### Floorplan with the power grid, run 1

(12 px per um) Pins as bars on the die edge. Tap cells in gray.
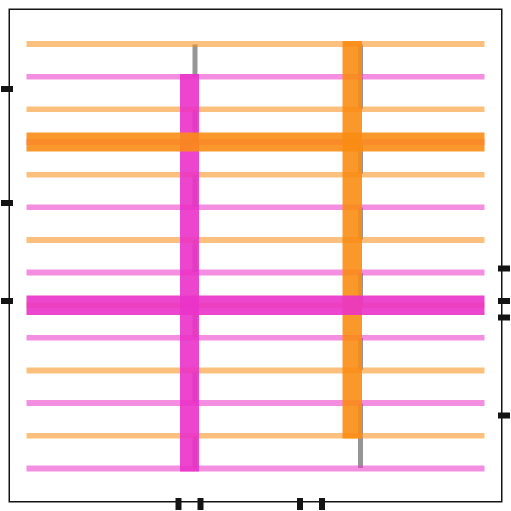
### Routed metal, one color a layer, run 1

(10 px per um) Two of the layers only.
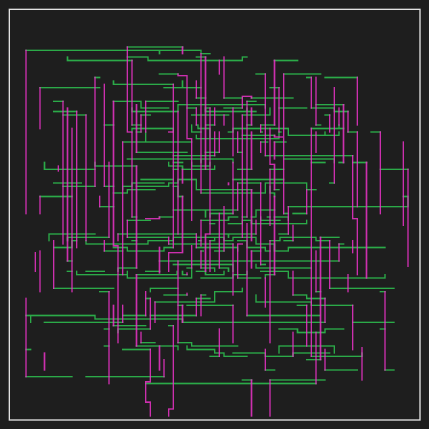
### Metal 2, run 1

(10 px per um)
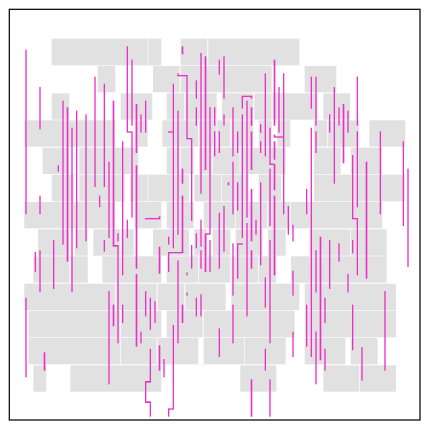
===== src/rtl/uart_tx_framer_if.sv =====
// Valid/ready word handshake between upstream logic and uart_tx_framer.
// master = word producer, slave = framer.
interface uart_tx_framer_if #(
    parameter int unsigned DATA_BITS = 5
);
    logic                 tx_valid;
    logic [DATA_BITS-1:0] tx_data;
    logic                 tx_ready;

    modport master (
        output tx_valid,
        output tx_data,
        input  tx_ready
    );

    modport slave (
        input  tx_valid,
        input  tx_data,
        output tx_ready
    );
endinterface


===== src/rtl/uart_tx_framer.sv =====
// UART transmitter: frames parallel words as start / MSB-first data / stop bits on tx_o.
// Define UART_TX_PARITY_EN to insert an even-parity bit between data and stop.
module uart_tx_framer #(
    parameter int unsigned DATA_BITS    = 5,
    parameter int unsigned CLKS_PER_BIT = 4
) (
    input  logic                   clk,
    input  logic                   rst,
    uart_tx_framer_if.slave        tx_if,
    output logic                   tx_o,
    output logic                   busy_o
);

    localparam int unsigned CNT_W  = (CLKS_PER_BIT > 1) ? $clog2(CLKS_PER_BIT) : 1;
    localparam int unsigned DCNT_W = $clog2(DATA_BITS + 1);

    typedef enum logic [2:0] {
        IDLE,
        START,
        DATA,
`ifdef UART_TX_PARITY_EN
        PARITY,
`endif
        STOP
    } state_t;

    state_t               state_q, state_d;
    logic [CNT_W-1:0]     clk_cnt_q, clk_cnt_d;
    logic [DCNT_W-1:0]    data_cnt_q, data_cnt_d;
    logic [DATA_BITS-1:0] shift_q, shift_d;
    logic                 tx_q, tx_d;
    logic                 busy_q, busy_d;
`ifdef UART_TX_PARITY_EN
    logic                 parity_q, parity_d;
`endif
    logic                 bit_done;

    // State and datapath registers.
    always_ff @(posedge clk or negedge rst) begin
        if (!rst) begin
            state_q    <= IDLE;
            clk_cnt_q  <= '0;
            data_cnt_q <= '0;
            shift_q    <= '0;
            tx_q       <= 1'b1;
            busy_q     <= 1'b0;
`ifdef UART_TX_PARITY_EN
            parity_q   <= 1'b0;
`endif
        end else begin
            state_q    <= state_d;
            clk_cnt_q  <= clk_cnt_d;
            data_cnt_q <= data_cnt_d;
            shift_q    <= shift_d;
            tx_q       <= tx_d;
            busy_q     <= busy_d;
`ifdef UART_TX_PARITY_EN
            parity_q   <= parity_d;
`endif
        end
    end

    assign bit_done = (clk_cnt_q == CNT_W'(CLKS_PER_BIT - 1));

    // Next-state logic; tx_d always carries the level of the bit that starts next cycle.
    always_comb begin
        state_d    = state_q;
        clk_cnt_d  = clk_cnt_q;
        data_cnt_d = data_cnt_q;
        shift_d    = shift_q;
        tx_d       = tx_q;
`ifdef UART_TX_PARITY_EN
        parity_d   = parity_q;
`endif

        if (state_q != IDLE) begin
            clk_cnt_d = bit_done ? '0 : clk_cnt_q + CNT_W'(1);
        end

        unique case (state_q)
            IDLE: begin
                tx_d      = 1'b1;
                clk_cnt_d = '0;
                if (tx_if.tx_valid) begin
                    shift_d = tx_if.tx_data;
                    state_d = START;
                    tx_d    = 1'b0;
`ifdef UART_TX_PARITY_EN
                    parity_d = ^tx_if.tx_data;
`endif
                end
            end
            START: begin
                if (bit_done) begin
                    state_d    = DATA;
                    data_cnt_d = '0;
                    tx_d       = shift_q[DATA_BITS-1];
                end
            end
            DATA: begin
                if (bit_done) begin
                    shift_d    = {shift_q[DATA_BITS-2:0], 1'b1};
                    data_cnt_d = data_cnt_q + DCNT_W'(1);
                    if (data_cnt_q == DCNT_W'(DATA_BITS - 1)) begin
`ifdef UART_TX_PARITY_EN
                        state_d = PARITY;
                        tx_d    = parity_q;
`else
                        state_d = STOP;
                        tx_d    = 1'b1;
`endif
                    end else begin
                        tx_d = shift_q[DATA_BITS-2];
                    end
                end
            end
`ifdef UART_TX_PARITY_EN
            PARITY: begin
                if (bit_done) begin
                    state_d = STOP;
                    tx_d    = 1'b1;
                end
            end
`endif
            STOP: begin
                if (bit_done) begin
                    state_d = IDLE;
                    tx_d    = 1'b1;
                end
            end
            default: begin
                state_d = IDLE;
                tx_d    = 1'b1;
            end
        endcase

        busy_d = (state_d != IDLE);
    end

    assign tx_if.tx_ready = (state_q == IDLE);
    assign tx_o           = tx_q;
    assign busy_o         = busy_q;

endmodule


===== src/flat_wrapper.sv =====
// flat-port wrapper written by rule: the top's interface ports become plain ports
module uart_tx_framer_flat 
#(
    parameter int unsigned DATA_BITS    = 5,
    parameter int unsigned CLKS_PER_BIT = 4
)
  (clk, rst, tx_o, busy_o, tx_if_tx_valid, tx_if_tx_data, tx_if_tx_ready);
  uart_tx_framer_if #(.DATA_BITS(DATA_BITS)) tx_if_i ();
  input  logic clk;
  input  logic rst;
  output logic tx_o;
  output logic busy_o;
  input wire logic [$bits(tx_if_i.tx_valid)-1:0] tx_if_tx_valid;
  input wire logic [$bits(tx_if_i.tx_data)-1:0] tx_if_tx_data;
  output wire logic [$bits(tx_if_i.tx_ready)-1:0] tx_if_tx_ready;
  assign tx_if_i.tx_valid = tx_if_tx_valid;
  assign tx_if_i.tx_data = tx_if_tx_data;
  assign tx_if_tx_ready = tx_if_i.tx_ready;
  uart_tx_framer #(.DATA_BITS(DATA_BITS), .CLKS_PER_BIT(CLKS_PER_BIT)) u_core (.clk(clk), .rst(rst), .tx_if(tx_if_i), .tx_o(tx_o), .busy_o(busy_o));
endmodule

===== config.mk =====
export PLATFORM = sky130hd
export DESIGN_NAME = uart_tx_framer_flat
export DESIGN_NICKNAME = d
export VERILOG_FILES = /design/src/rtl/uart_tx_framer_if.sv /design/src/rtl/uart_tx_framer.sv /design/src/flat_wrapper.sv
export SDC_FILE = /design/constraint.sdc
export NUM_CORES = 1
export LEC_CHECK = 0
export CAP_MARGIN = 25
export CORE_UTILIZATION = 56
export DETAILED_ROUTE_END_ITERATION = 16
export GPL_TIMING_DRIVEN = 0
export PLACE_DENSITY = 0.89
export SETUP_SLACK_MARGIN = 0.3
export SYNTH_ARGS = -nofsm -noshare
export SYNTH_HDL_FRONTEND = slang
export SYNTH_SLANG_ARGS = --single-unit
export TNS_END_PERCENT = 100

===== constraint.sdc =====
create_clock -name clk -period 2.3 [get_ports clk]
set_clock_uncertainty 0.15 [all_clocks]
set_input_delay 0.46 -clock clk [delete_from_list [all_inputs] [get_ports clk]]
set_output_delay 0.46 -clock clk [all_outputs]
set_load 0.02 [all_outputs]

==> qor.csv, run 1 <==
stage,metric,value,unit
pwr,"Power, Total",771,uW
setup_path,cell family contributing the most delay on the critical path,flip-flops,
setup_path,R2R depth,5,
pwr,Leak,0.000440,uW
synth,Yosys top cell by area,dfrtp_1,
worst_hold_path,min-delay src,u_core.clk_cnt_q[0],
outcome,outcome,completed,
layout,ant diodes,0,
synth,Mapped Cells,77,
setup_path,worst path required time,1690,ps
setup_path,reg2reg end,u_core.shift_q[1],
layout,max reg flops,5,
global_route,grt ovf,0,
synth,main flop type,dfrtp_1,
synth,Flops after synth,15,
synth,synthesis area per yosys,848,um^2
setup_path,critical path's slowest cell,dfrtp_1,
setup_path,CP arrival,1320,ps
synth,Top cell area share,41.3,%
routing,vias per inst,6.01,
synth,Syn Nets,88,
layout,area growth from synthesis to layout,20.2,%
About 'Floorplan with the power grid':
Key: orange = VDD; magenta = VSS
15 tap cells. 2 straps on met5. The core has 13 rows. 11 signal pins sit on the boundary.
Chip Height: 40.9 um
die width: 40.9 um
Core Box Area: 1350 um^2
Worst VDD drop: 0.625 mV

About 'Routed metal, one color a layer':
Key: magenta = metal 2 [wire length 781 um]; green = metal 1 [wire length 772 um]
Total GRT Usage: 24.1%
via count: 649
final wirelength: 1640 um
WL/cell: 15.2 um

About 'Metal 2':
The longest straight run is 22.8 um. The layer carries 781 um of wire. The wires run mostly vertical.
grt met2 use: 36.7%

## run 1: power breakdown
group | switching, uW | internal [uW] | total (uW) | leakage (uW)
combinational | 122 | 130 | 252 | 0.000250
sequential | 44.1 | 328 | 372 | 0.000175
clock | 80.2 | 67.3 | 148 | 0.0000150
## run 1: worst max path at each step
stage / from / end / slack (ps) / depth (start not counted)
2_1_floorplan: u_core.state_q[1] / tx_if_tx_ready / 490 / 2
3_3_place_gp: u_core.state_q[1] / tx_if_tx_ready / 100 / 3
3_5_place_dp: u_core.state_q[1] / tx_if_tx_ready / 90 / 3
4_1_cts: u_core.state_q[1] / tx_if_tx_ready / 330 / 3
5_1_grt: u_core.state_q[2] / tx_if_tx_ready / 330 / 3
6_report: u_core.state_q[2] / tx_if_tx_ready / 370 / 3
### Pin map, run 1

(12 px per um) Pins as bars across the die edge, other pins in gray.
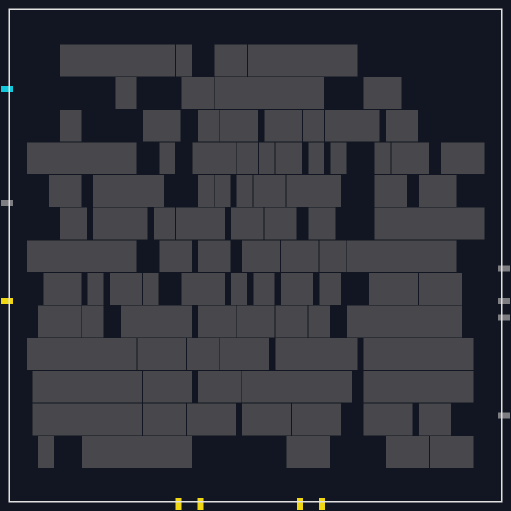

==> run 2, diff against run 1 <==
--- a/config.mk
+++ b/config.mk
@@ -6,10 +6,10 @@
 export NUM_CORES = 1
 export LEC_CHECK = 0
 export CAP_MARGIN = 25
-export CORE_UTILIZATION = 56
+export CORE_UTILIZATION = 52
 export DETAILED_ROUTE_END_ITERATION = 16
 export GPL_TIMING_DRIVEN = 0
-export PLACE_DENSITY = 0.89
+export PLACE_DENSITY = 0.84
 export SETUP_SLACK_MARGIN = 0.3
 export SYNTH_ARGS = -nofsm -noshare
 export SYNTH_HDL_FRONTEND = slang
==> constraint.sdc (replaced) <==
create_clock -name clk -period 2 [get_ports clk]
set_clock_uncertainty 0.15 [all_clocks]
set_input_delay 0.4 -clock clk [delete_from_list [all_inputs] [get_ports clk]]
set_output_delay 0.4 -clock clk [all_outputs]
set_load 0.02 [all_outputs]
### Pin map, run 2

(12 px per um) Pins as bars across the die edge, other pins in gray.
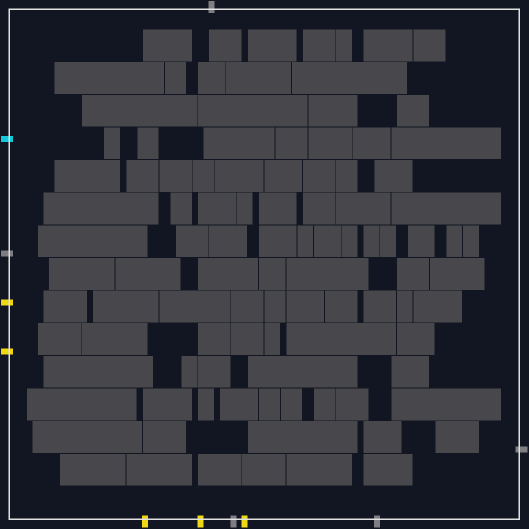
Key: cyan = clk [pins 1, direction input, edge left]; yellow = tx_if_tx_data [pins 5, direction input, edge 3 bottom, 2 left]
All pins by edge: 5 bottom, 4 left, 1 right, 1 top.
PortBufs: 10
Chip Height: 42.4 um
die width: 42.4 um

==> qor.csv, run 2 <==
stage,metric,value,unit
layout,ant diodes,0,
setup_path,cell family contributing the most delay on the critical path,multiplexers,
global_route,grt ovf,0,
routing,drt first pass iters,4,
synth,synthesis area per yosys,848,um^2
setup_path,CP startpoint,u_core.state_q[2],
layout,max reg flops,5,
synth,Syn Nets,88,
outcome,outcome,completed,
routing,vias per inst,6.15,
global_route,Total GRT Usage,21.5,%
pwr,Leak,0.000519,uW
setup_path,critical path's slowest cell,dfrtp_2,
setup_path,reg2reg end,u_core.shift_q[3],
setup_path,R2R depth,5,
synth,Flops after synth,15,
setup_path,Worst path depth,5,
synth,asr flop ratio synth,100,%
layout,post-route cell area,1140,um^2
synth,yosys xor share,1.03,%
synth,Mapped Cells,77,
setup_path,Worst setup endpoint,u_core.shift_q[3],
synth,Top cell area share,41.3,%
setup_path,worst path required time,2020,ps
setup_path,CP arrival,1800,ps
routing,via count,719,
pwr,Worst VDD drop,0.698,mV
synth,main flop type,dfrtp_1,
global_route,largest net degree at the start of global routing,16,
synth,Yosys top cell by area,dfrtp_1,
worst_hold_path,min-delay src,u_core.clk_cnt_q[0],
global_route,grt met2 use,35.1,%
pwr,"Power, Total",976,uW
run 2: cell counts after synthesis:
No cell type changed its count.
run 2: power by group:
group / leakage [uW] / switching, uW / total [uW] / internal [uW]
sequential: 0.000174 / 53.7 / 431 / 377
combinational: 0.000330 / 162 / 374 / 212
clock: 0.0000150 / 93.9 / 171 / 77.6
total: 0.000519 / 310 / 976 / 667
run 2: final cells by class:
class / count / share of cell area [%]
well taps: 16 / 1.75
flip-flops and latches: 15 / 33.2
plain buffers: 5 / 4.27
inverters: 4 / 1.31
multi-input cells: 53 / 41.5
repair buffers: 20 / 15.8
clock buffers: 4 / 2.30
run 2: what timing repair did:
item	in CTS	in global routing
pin swaps	1	3
setup endpoints to repair	7	6
gates resized	22	11
buffers inserted	4	6
Power is estimated from default activity; no workload was simulated.
